## src/rtl/intc_bus_sequencer.sv

```systemverilog
// Shares the interrupt controller's command/data port between the CPU and
// the init/EOI write sequences, restoring the CPU's last command afterwards.
module intc_bus_sequencer #(
  parameter int NUM_BYTES = 16,
  parameter bit AUTO_INIT = 1'b1
) (
  input  logic                   clk,
  input  logic                   reset,
  input  logic                   start,
  input  logic                   eoi_req,
  input  logic [8*NUM_BYTES-1:0] cfg_enable,
  input  logic [8*NUM_BYTES-1:0] cfg_type,
  input  logic                   cpu_cs,
  input  logic                   cpu_rwb,
  input  logic                   cpu_addr,
  input  logic [7:0]             cpu_wdata,
  output logic [7:0]             cpu_rdata,
  output logic                   cpu_ready,
  output logic                   intc_cs,
  output logic                   intc_rwb,
  output logic                   intc_addr,
  output logic [7:0]             intc_wdata,
  input  logic [7:0]             intc_rdata,
  output logic                   busy,
  output logic                   done
);

  localparam int IW = 5;
  localparam logic [IW-1:0] NB = IW'(NUM_BYTES);
  localparam logic [IW-1:0] LAST = IW'(2*NUM_BYTES-1);

  typedef enum logic [1:0] {
    IDLE,
    SEQ_CMD,
    SEQ_DATA,
    RESTORE
  } state_t;

  state_t                 state;
  logic [7:0]             shadow_cmd;
  logic [3:0]             eoi_cnt;
  logic                   init_pend;
  logic [IW-1:0]          idx;
  logic                   is_init;
  logic [8*NUM_BYTES-1:0] en_snap;
  logic [8*NUM_BYTES-1:0] ty_snap;
  logic                   seq_addr;
  logic [7:0]             seq_wdata;

  logic idle;
  logic cpu_cmd_wr;
  logic go_init;
  logic go_eoi;
  logic eoi_inc;

  // Command byte: 0x1n selects enable byte n, 0x2n selects type byte n.
  function automatic logic [7:0] cmd_of(input logic [IW-1:0] i);
    if (i < NB)
      return 8'h10 | 8'(i);
    return 8'h20 | 8'(i - NB);
  endfunction

  function automatic logic [7:0] data_of(input logic [IW-1:0] i);
    logic [7:0] b;
    b = 8'h00;
    for (int k = 0; k < NUM_BYTES; k++) begin
      if (i == IW'(k))
        b = en_snap[8*k +: 8];
      if (i == IW'(k + NUM_BYTES))
        b = ty_snap[8*k +: 8];
    end
    return b;
  endfunction

  always_comb begin
    idle       = (state == IDLE);
    cpu_cmd_wr = idle && cpu_cs && !cpu_rwb && !cpu_addr;
    go_init    = idle && init_pend;
    go_eoi     = idle && !init_pend && (eoi_cnt != 4'd0);
    eoi_inc    = eoi_req && ((eoi_cnt != 4'hF) || go_eoi);
  end

  always_ff @(posedge clk) begin
    if (reset) begin
      state      <= IDLE;
      shadow_cmd <= 8'h00;
      eoi_cnt    <= 4'd0;
      init_pend  <= AUTO_INIT;
      idx        <= '0;
      is_init    <= 1'b0;
      done       <= 1'b0;
      en_snap    <= '0;
      ty_snap    <= '0;
      seq_addr   <= 1'b0;
      seq_wdata  <= 8'h00;
    end else begin
      done      <= 1'b0;
      init_pend <= start | (init_pend & !go_init);
      eoi_cnt   <= eoi_cnt + {3'b0, eoi_inc} - {3'b0, go_eoi};
      if (cpu_cmd_wr)
        shadow_cmd <= cpu_wdata;
      unique case (state)
        IDLE: begin
          if (go_init) begin
            state     <= SEQ_CMD;
            is_init   <= 1'b1;
            idx       <= '0;
            en_snap   <= cfg_enable;
            ty_snap   <= cfg_type;
            seq_addr  <= 1'b0;
            seq_wdata <= 8'h10;
          end else if (go_eoi) begin
            state     <= SEQ_CMD;
            is_init   <= 1'b0;
            seq_addr  <= 1'b0;
            seq_wdata <= 8'hFF;
          end
        end
        SEQ_CMD: begin
          state     <= SEQ_DATA;
          seq_addr  <= 1'b1;
          seq_wdata <= is_init ? data_of(idx) : 8'h01;
        end
        SEQ_DATA: begin
          seq_addr <= 1'b0;
          if (is_init && (idx != LAST)) begin
            state     <= SEQ_CMD;
            idx       <= idx + 1'b1;
            seq_wdata <= cmd_of(idx + 1'b1);
          end else begin
            state     <= RESTORE;
            seq_wdata <= shadow_cmd;
          end
        end
        RESTORE: begin
          state <= IDLE;
          done  <= is_init;
        end
        default: state <= IDLE;
      endcase
    end
  end

  // Reset forces the port quiet even in the cycle reset is first seen.
  always_comb begin
    cpu_rdata = intc_rdata;
    if (reset) begin
      intc_cs    = 1'b0;
      intc_rwb   = 1'b1;
      intc_addr  = 1'b0;
      intc_wdata = 8'h00;
      cpu_ready  = 1'b0;
      busy       = 1'b0;
    end else if (idle) begin
      intc_cs    = cpu_cs;
      intc_rwb   = cpu_rwb;
      intc_addr  = cpu_addr;
      intc_wdata = cpu_wdata;
      cpu_ready  = 1'b1;
      busy       = 1'b0;
    end else begin
      intc_cs    = 1'b1;
      intc_rwb   = 1'b0;
      intc_addr  = seq_addr;
      intc_wdata = seq_wdata;
      cpu_ready  = 1'b0;
      busy       = 1'b1;
    end
  end

endmodule

```

## config.mk

```make
export PLATFORM = sky130hd
export DESIGN_NAME = intc_bus_sequencer
export DESIGN_NICKNAME = d
export VERILOG_FILES = /design/src/rtl/intc_bus_sequencer.sv
export SDC_FILE = /design/constraint.sdc
export NUM_CORES = 1
export LEC_CHECK = 0
export CAP_MARGIN = 20
export CORE_UTILIZATION = 52
export CTS_BUF_LIST = sky130_fd_sc_hd__clkbuf_4 sky130_fd_sc_hd__clkbuf_8
export DETAILED_ROUTE_END_ITERATION = 16
export PLACE_DENSITY = 0.9
export SLEW_MARGIN = 0
export SYNTH_ARGS = -nofsm -noshare
export SYNTH_HDL_FRONTEND = slang
export SYNTH_SLANG_ARGS = --single-unit
```

## constraint.sdc

```tcl
create_clock -name clk -period 3.3 [get_ports clk]
set_input_delay 0.66 -clock clk [delete_from_list [all_inputs] [get_ports clk]]
set_output_delay 0.66 -clock clk [all_outputs]
set_load 0.02 [all_outputs]
```

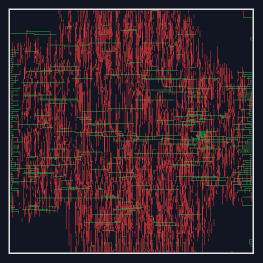
**Above:** routed metal, one color a layer.
Scale: 1.5 px per um. Two of the layers only.
| color | layer | wire length |
|---|---|---|
| green | metal 3 | 2820 um |
| red | metal 2 | 18900 um |

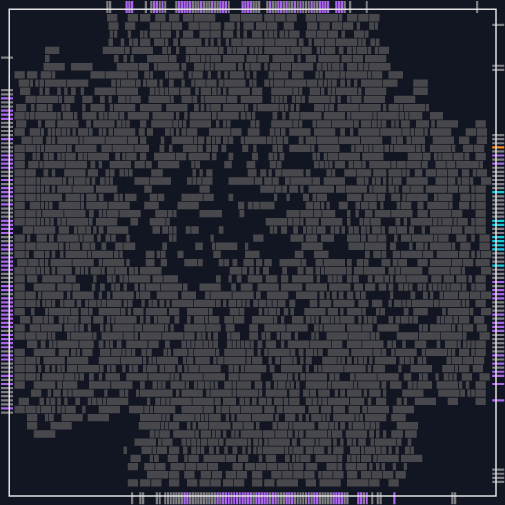
**Above:** ports around the boundary.
Scale: 3 px per um. Pins as bars across the die edge, other pins in gray.
| color | port | pins | direction | edge |
|---|---|---|---|---|
| cyan | `cpu_wdata` | 8 | input | right |
| purple | `cfg_type` | 128 | input | 43 left, 35 bottom, 34 top, 16 right |
| orange | `intc_cs` | 1 | output | right |
all pins by edge: 82 bottom, 81 left, 69 right, 69 top
total of buffers placed on input and output ports: 284
chip height: 162 um

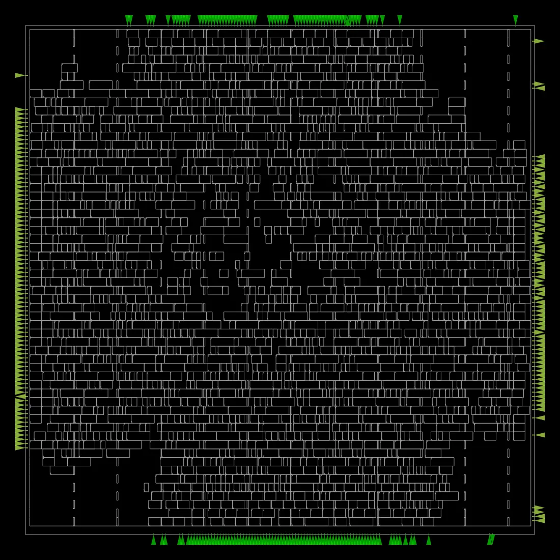
**Above:** cell placement.
row count: 58
fill count: 1949
total number of tap cells: 330
core region area: 25100 um^2
num sequential: 287

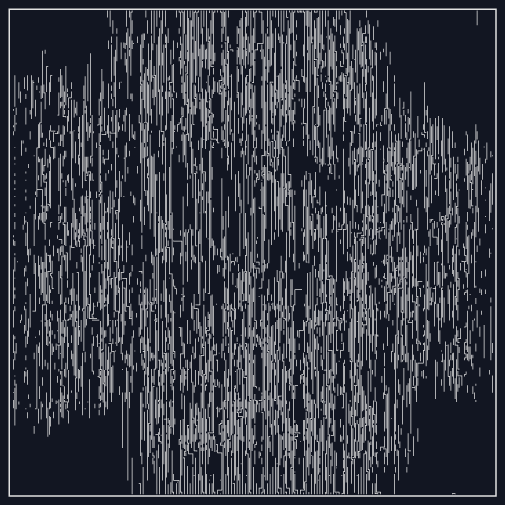
**Above:** met2 routing.
Scale: 3 px per um.
longest straight run: 47.6 um
main direction: vertical

[final cells by class]
type                    count  area share
well taps                 330      0.0241
flip-flops and latches    287       0.336
inverters                  17     0.00373
clock buffers              76      0.0553
clock inverters             5     0.00329
multi-input cells        1241       0.397
repair buffers            305       0.181
[worst max-delay path: cells and delay by family (launching register included)]
| kind | cells | cell delay (ns) |
|---|---|---|
| adder cells (fa/ha/maj) | 1 | 0.49 |
| buffers and inverters | 2 | 0.66 |
| flip-flops | 1 | 0.35 |
| multiplexers | 1 | 0.29 |
| AND/OR/NAND/NOR | 1 | 0.06 |
[sequential cells by signal, indices dropped and copies added (netlist names)]
signal / cells
done: 1
en_snap: 128
eoi_cnt: 4
idx: 5
init_pend: 1
is_init: 1
seq_addr: 1
seq_wdata: 8
shadow_cmd: 8
state: 2
ty_snap: 128
==> run summary <==
Synthesis and place-and-route results.

- For this run, the detailed router's first-pass iteration total came to 7.
- For this run, the leading register cell type out of synthesis is dfxtp_1.
- The run finished with clean final reports.
- Setup repair after global routing left no endpoint under its margin.
- The total die area is 26200 um^2.
- OpenSTA lists the critical path endpoint as intc_wdata[2].
- The synthesized netlist occupies a cell area of 13300 um^2.
- The count of max-cap constraint violations is 0.
- The insertion delay to the later sink of the worst-skew pair is 0.56 ns.
- Buffers inserted during clock tree synthesis total 47.
- The terminating pin of the worst hold path is en_snap[78]$_SDFFE_PP0P_.
- The setup slack after layout is 0.231 ns.
- The total power density per cell area is 646 nW/um^2.
- The number of routed nets with antenna violations is 0.
- The register clock-pin slew on the reported worst setup and hold paths is 0.06 ns.
- The group drawing the most power is registers.
- The final hold violation count is 0.
- For this run the top cell type by instance count after synthesis was nand2_1.
- The max-slew headroom at the worst pin is 0.320.
- Routing resource usage on met3 recorded by global route was 0.0508.
- The number of design-rule violations left by the first detailed-router iteration is 1053.
- The final antenna diode tally reported by the flow is 0.
- The report gives the cell count of the worst hold path as 2.
- Of the synthesized area, sequential elements account for 0.433.
- The post-synthesis cell type with the largest combined area is dfxtp_1.
- With fillers left out, the area of the finished cells amounts to 17100 um^2.
- The count of library flops with an enable pin is 0.
- In this run, power in flip-flops and latches comes to 4.50 mW.
- The script extracted a total leakage power of 6.44 nW.
- The chip area from the yosys synthesis statistics is 13300 um^2.
- The first global-routing pass estimated 61.7 mm of wire.
- The floorplan step records an initial core utilization of 0.528.
Power and IR drop assume default switching activity.
